`src/rtl/fp32_pkg.sv`:
```
// Shared fp32 constants, field geometry and the divider FSM state encoding.
package fp32_pkg;

  localparam int EXP_BIAS = 127;
  localparam int EXP_MAX  = 255;
  localparam logic [31:0] QNAN    = 32'h7FC0_0000;
  localparam logic [31:0] POS_INF = 32'h7F80_0000;

  localparam int FP_EXP_W = 8;
  localparam int FP_MAN_W = 23;
  localparam int SIGN_POS = 31;
  localparam int EXP_MSB  = 30;
  localparam int EXP_LSB  = 23;

  // Quotient carries two extra bits below the 24-bit mantissa for guard/sticky.
  localparam int QUO_W      = 26;
  localparam int REM_W      = 25;
  localparam int DIV_CYCLES = 26;

  typedef enum logic [2:0] {
    IDLE,
    UNPACK,
    DIV,
    ROUND,
    DONE
  } state_e;

endpackage

```
`src/rtl/fp32_divide_seq_if.sv`:
```
// Request/response bundle of the iterative fp32 divider.
interface fp32_divide_seq_if;
  logic        start;
  logic [31:0] A;
  logic [31:0] B;
  logic        busy;
  logic        done;
  logic [31:0] result;

  modport master (output start, output A, output B,
                  input busy, input done, input result);
  modport slave  (input start, input A, input B,
                  output busy, output done, output result);
endinterface

```
`src/rtl/fp32_unpack.sv`:
```
// Combinational operand classifier: splits an fp32 word and flags zero/inf/NaN.
module fp32_unpack
  import fp32_pkg::*;
(
  input  logic [31:0]         word,
  output logic                sign,
  output logic [FP_EXP_W-1:0] exp,
  output logic [FP_MAN_W:0]   mant,
  output logic                is_zero,
  output logic                is_inf,
  output logic                is_nan
);

  logic frac_nz;

  assign sign    = word[SIGN_POS];
  assign exp     = word[EXP_MSB:EXP_LSB];
  assign mant    = {1'b1, word[FP_MAN_W-1:0]};
  assign frac_nz = |word[FP_MAN_W-1:0];

  // Subnormals are flushed: any zero exponent field reads as zero.
  assign is_zero = (exp == '0);
  assign is_inf  = (exp == '1) && !frac_nz;
  assign is_nan  = (exp == '1) && frac_nz;

endmodule

```
`src/rtl/fp32_divide_seq.sv`:
```
// Iterative fp32 divider: radix-2 restoring mantissa division, RNE rounding,
// fixed 29-cycle latency regardless of operand class.
module fp32_divide_seq
  import fp32_pkg::*;
#(
  parameter int EXP_W = 8,
  parameter int MAN_W = 23
) (
  input  logic              clk,
  input  logic              rst,
  fp32_divide_seq_if.slave  bus
);

  localparam int WORD_W = 1 + EXP_W + MAN_W;
  localparam logic signed [9:0] E_BIAS = 10'(EXP_BIAS);
  localparam logic signed [9:0] E_MAX  = 10'(EXP_MAX);

  state_e                   state_q, state_d;
  logic [WORD_W-1:0]        a_q, a_d;
  logic [WORD_W-1:0]        b_q, b_d;
  logic                     sign_q, sign_d;
  logic signed [9:0]        exp_q, exp_d;
  logic [REM_W-1:0]         rem_q, rem_d;
  logic [MAN_W:0]           mb_q, mb_d;
  logic [QUO_W-1:0]         quo_q, quo_d;
  logic [4:0]               cnt_q, cnt_d;
  logic [WORD_W-1:0]        result_q, result_d;

  logic                     ua_sign, ub_sign;
  logic [EXP_W-1:0]         ua_exp, ub_exp;
  logic [MAN_W:0]           ua_mant, ub_mant;
  logic                     ua_zero, ua_inf, ua_nan;
  logic                     ub_zero, ub_inf, ub_nan;

  logic [REM_W-1:0]         divisor;
  logic                     rem_ge;
  logic [REM_W-1:0]         rem_next;
  logic                     spec_nan, spec_inf, spec_zero;

  fp32_unpack u_unpack_a (
    .word    (a_q),
    .sign    (ua_sign),
    .exp     (ua_exp),
    .mant    (ua_mant),
    .is_zero (ua_zero),
    .is_inf  (ua_inf),
    .is_nan  (ua_nan)
  );

  fp32_unpack u_unpack_b (
    .word    (b_q),
    .sign    (ub_sign),
    .exp     (ub_exp),
    .mant    (ub_mant),
    .is_zero (ub_zero),
    .is_inf  (ub_inf),
    .is_nan  (ub_nan)
  );

  // Normalize, round to nearest even and range-check the raw quotient.
  function automatic logic [WORD_W-1:0] round_pack(
    input logic                 s,
    input logic signed [9:0]    e_in,
    input logic [QUO_W-1:0]     q,
    input logic                 rem_nz
  );
    logic [MAN_W:0]    m;
    logic [MAN_W+1:0]  r;
    logic              g;
    logic              st;
    logic              inc;
    logic signed [9:0] e;
    if (q[QUO_W-1]) begin
      m  = q[QUO_W-1:2];
      g  = q[1];
      st = q[0] | rem_nz;
      e  = e_in;
    end else begin
      m  = q[QUO_W-2:1];
      g  = q[0];
      st = rem_nz;
      e  = e_in - 10'sd1;
    end
    inc = g & (st | m[0]);
    r   = {1'b0, m} + {{(MAN_W+1){1'b0}}, inc};
    if (r[MAN_W+1]) begin
      m = r[MAN_W+1:1];
      e = e + 10'sd1;
    end else begin
      m = r[MAN_W:0];
    end
    if (e >= E_MAX)
      return {s, POS_INF[WORD_W-2:0]};
    else if (e <= 10'sd0)
      return {s, {(WORD_W-1){1'b0}}};
    else
      return {s, e[EXP_W-1:0], m[MAN_W-1:0]};
  endfunction

  assign divisor  = {1'b0, mb_q};
  assign rem_ge   = (rem_q >= divisor);
  assign rem_next = rem_ge ? (rem_q - divisor) : rem_q;

  assign spec_nan  = ua_nan | ub_nan | (ua_zero & ub_zero) | (ua_inf & ub_inf);
  assign spec_inf  = ua_inf | ub_zero;
  assign spec_zero = ua_zero | ub_inf;

  always_comb begin
    state_d  = state_q;
    a_d      = a_q;
    b_d      = b_q;
    sign_d   = sign_q;
    exp_d    = exp_q;
    rem_d    = rem_q;
    mb_d     = mb_q;
    quo_d    = quo_q;
    cnt_d    = cnt_q;
    result_d = result_q;
    unique case (state_q)
      IDLE, DONE: begin
        if (bus.start) begin
          a_d     = bus.A;
          b_d     = bus.B;
          state_d = UNPACK;
        end else begin
          state_d = IDLE;
        end
      end
      UNPACK: begin
        sign_d  = ua_sign ^ ub_sign;
        exp_d   = $signed({2'b00, ua_exp}) - $signed({2'b00, ub_exp}) + E_BIAS;
        rem_d   = {1'b0, ua_mant};
        mb_d    = ub_mant;
        quo_d   = '0;
        cnt_d   = '0;
        state_d = DIV;
      end
      DIV: begin
        rem_d = rem_next << 1;
        quo_d = {quo_q[QUO_W-2:0], rem_ge};
        cnt_d = cnt_q + 5'd1;
        if (cnt_q == 5'(DIV_CYCLES - 1))
          state_d = ROUND;
      end
      ROUND: begin
        if (spec_nan)
          result_d = QNAN;
        else if (spec_inf)
          result_d = {sign_q, POS_INF[WORD_W-2:0]};
        else if (spec_zero)
          result_d = {sign_q, {(WORD_W-1){1'b0}}};
        else
          result_d = round_pack(sign_q, exp_q, quo_q, |rem_q);
        state_d = DONE;
      end
      default: state_d = IDLE;
    endcase
  end

  always_ff @(posedge clk or posedge rst) begin
    if (rst) begin
      state_q  <= IDLE;
      a_q      <= '0;
      b_q      <= '0;
      sign_q   <= 1'b0;
      exp_q    <= '0;
      rem_q    <= '0;
      mb_q     <= '0;
      quo_q    <= '0;
      cnt_q    <= '0;
      result_q <= '0;
    end else begin
      state_q  <= state_d;
      a_q      <= a_d;
      b_q      <= b_d;
      sign_q   <= sign_d;
      exp_q    <= exp_d;
      rem_q    <= rem_d;
      mb_q     <= mb_d;
      quo_q    <= quo_d;
      cnt_q    <= cnt_d;
      result_q <= result_d;
    end
  end

  assign bus.busy   = (state_q == UNPACK) || (state_q == DIV) || (state_q == ROUND);
  assign bus.done   = (state_q == DONE);
  assign bus.result = result_q;

endmodule

```
`src/flat_wrapper.sv`:
```
// flat-port wrapper written by rule: the top's interface ports become plain ports
module fp32_divide_seq_flat import fp32_pkg::*;
#(
  parameter int EXP_W = 8,
  parameter int MAN_W = 23
)
  (clk, rst, bus_start, bus_A, bus_B, bus_busy, bus_done, bus_result);
  fp32_divide_seq_if bus_i ();
  input  logic clk;
  input  logic rst;
  input wire logic [$bits(bus_i.start)-1:0] bus_start;
  input wire logic [$bits(bus_i.A)-1:0] bus_A;
  input wire logic [$bits(bus_i.B)-1:0] bus_B;
  output wire logic [$bits(bus_i.busy)-1:0] bus_busy;
  output wire logic [$bits(bus_i.done)-1:0] bus_done;
  output wire logic [$bits(bus_i.result)-1:0] bus_result;
  assign bus_i.start = bus_start;
  assign bus_i.A = bus_A;
  assign bus_i.B = bus_B;
  assign bus_busy = bus_i.busy;
  assign bus_done = bus_i.done;
  assign bus_result = bus_i.result;
  fp32_divide_seq #(.EXP_W(EXP_W), .MAN_W(MAN_W)) u_core (.clk(clk), .rst(rst), .bus(bus_i));
endmodule
```
`config.mk`:
```
export PLATFORM = sky130hd
export DESIGN_NAME = fp32_divide_seq_flat
export DESIGN_NICKNAME = d
export VERILOG_FILES = /design/src/rtl/fp32_pkg.sv /design/src/rtl/fp32_divide_seq_if.sv /design/src/rtl/fp32_unpack.sv /design/src/rtl/fp32_divide_seq.sv /design/src/flat_wrapper.sv
export SDC_FILE = /design/constraint.sdc
export NUM_CORES = 1
export LEC_CHECK = 0
export ABC_AREA = 1
export CORE_ASPECT_RATIO = 1.5
export CORE_MARGIN = 2
export CORE_UTILIZATION = 40
export DETAILED_ROUTE_END_ITERATION = 8
export GPL_TIMING_DRIVEN = 0
export PLACE_DENSITY = 0.6
export SYNTH_ARGS = -nofsm -noshare
export SYNTH_HDL_FRONTEND = slang
export SYNTH_SLANG_ARGS = --single-unit
```
`constraint.sdc`:
```
create_clock -name clk -period 12.1 [get_ports clk]
set_input_delay 2.42 -clock clk [delete_from_list [all_inputs] [get_ports clk]]
set_output_delay 2.42 -clock clk [all_outputs]
set_load 0.02 [all_outputs]
```
**M4 wires**

Supply wires on this layer in grey.
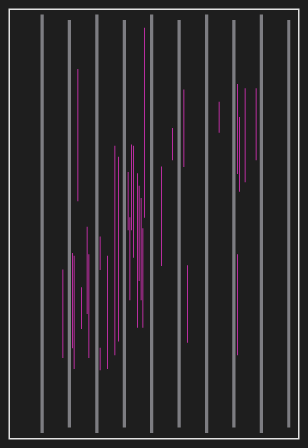
nets with wire on the layer = 26
wire length on this layer = 1450 um
longest straight run = 103 um

==> results_slide.txt <==
Key Metrics from the Run

Outcome
  • Status: finished clean

Pwr
  • Comb. pwr: 2.23 mW
  • Power per cell area: 285 nW/um2
  • Logic pwr share: around 58%
  • Reg power frac: 27.8%
  • Peak supply drop: roughly 0.13 mV
  • Clk pwr share: between 10% and 20%
  • Leak: roughly 6.2 nW
  • Largest power group: combinational cells

Logic synthesis
  • Sequential area share after synthesis: between 40% and 50%
  • Yosys warning tally: 0
  • Adder Area Share: under 10%
  • Commonest flop: dfrtp_1
  • Number of synthesized register bits: 190
  • Yosys stat area: 11500 um2
  • Main logic family after synthesis: simple AND/OR/NAND/NOR gates

CTS
  • CTS tree: yes
  • Root Buffer: clkbuf_16
  • Post-cts hold-fix buffer tally: 0
  • Post-CTS setup buffers: 0
  • Clk sink count: between 150 and 200
  • PostCTS Resize Cnt: 0

Final layout
  • Post-route cell area: 13600 um2
  • Clock-cell share: under 10%
  • Most instantiated logic cells after routing: nand2_1, dfrtp_1, inv_1, nor2_1, o21ai_0
  • Area growth from synthesis to layout: 17.8%
  • Final core occ: between 40% and 50%
  • Seq area share: 35.0%
  • Data buffer area share: a little under a tenth

Timing
  • Final hold violation count: 0
  • Max Clock Skew: 0.00963 ns
  • Final slew viol count: 0
  • Fin crit period: around 4.6 ns
  • PnR worst setup slack: approximately 7.5 ns
  • Max-slew headroom: around a quarter

Detailed routing
  • Top routing layer used: met4
  • DRC viols: 0
  • Via Count: 10200
  • Met3 wire len: around 930 um
  • Routed Antenna Nets: 0

Run
  • Max-capacitance violation count: 0
  • OpenROAD warning count: 27

Setup path
  • FF-to-FF path depth: 11
  • Crit. Startpoint: bus_start
  • Worst path required time: about 12 ns
  • Worst path slowest cell: buf_1
  • Crit path cell chain: clkdlybuf4s50_1, nand2_1, buf_1, buf_1, clkbuf_1, a21oi_1
  • Worst setup EP type: register
  • Most common cell on crit path: buf_1
  • R2R Setup Slk: between 8 and 9 ns
  • Critical path buffers and inverters: 4

Die
  • FP Rows: roughly 76
  • Well Taps: 351
  • Die height: around 210 um
  • # IOs: between 100 and 150
  • Core area: 28500 um2

Place
  • Global placer's final weighted congestion: ~0.94
  • Placement Cell Area: 13000 um2
  • # port buffers: 100

Worst hold path
  • Hold Startpoint: u_core.bus.result[8]

Global route
  • Initial antenna violation count: 0
  • First-pass GRT wire length: roughly 53 mm
  • Vias in the first global route: 10200
  • Met2 Track Usage GR: about 42%
**Clock wiring as the flow saved it**

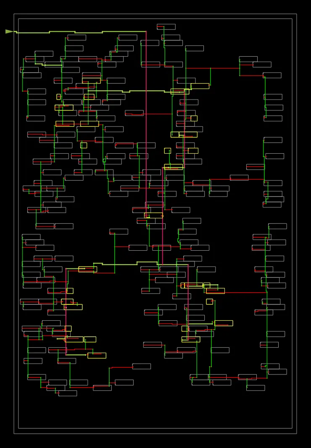
clkbuf count: 19
TritonCTS Buffers: 17
clk pwr: 561 uW
Skew-Pair Late Insertion Delay: 0.45 ns
seq_cells: 190

Power and IR drop assume default switching activity.
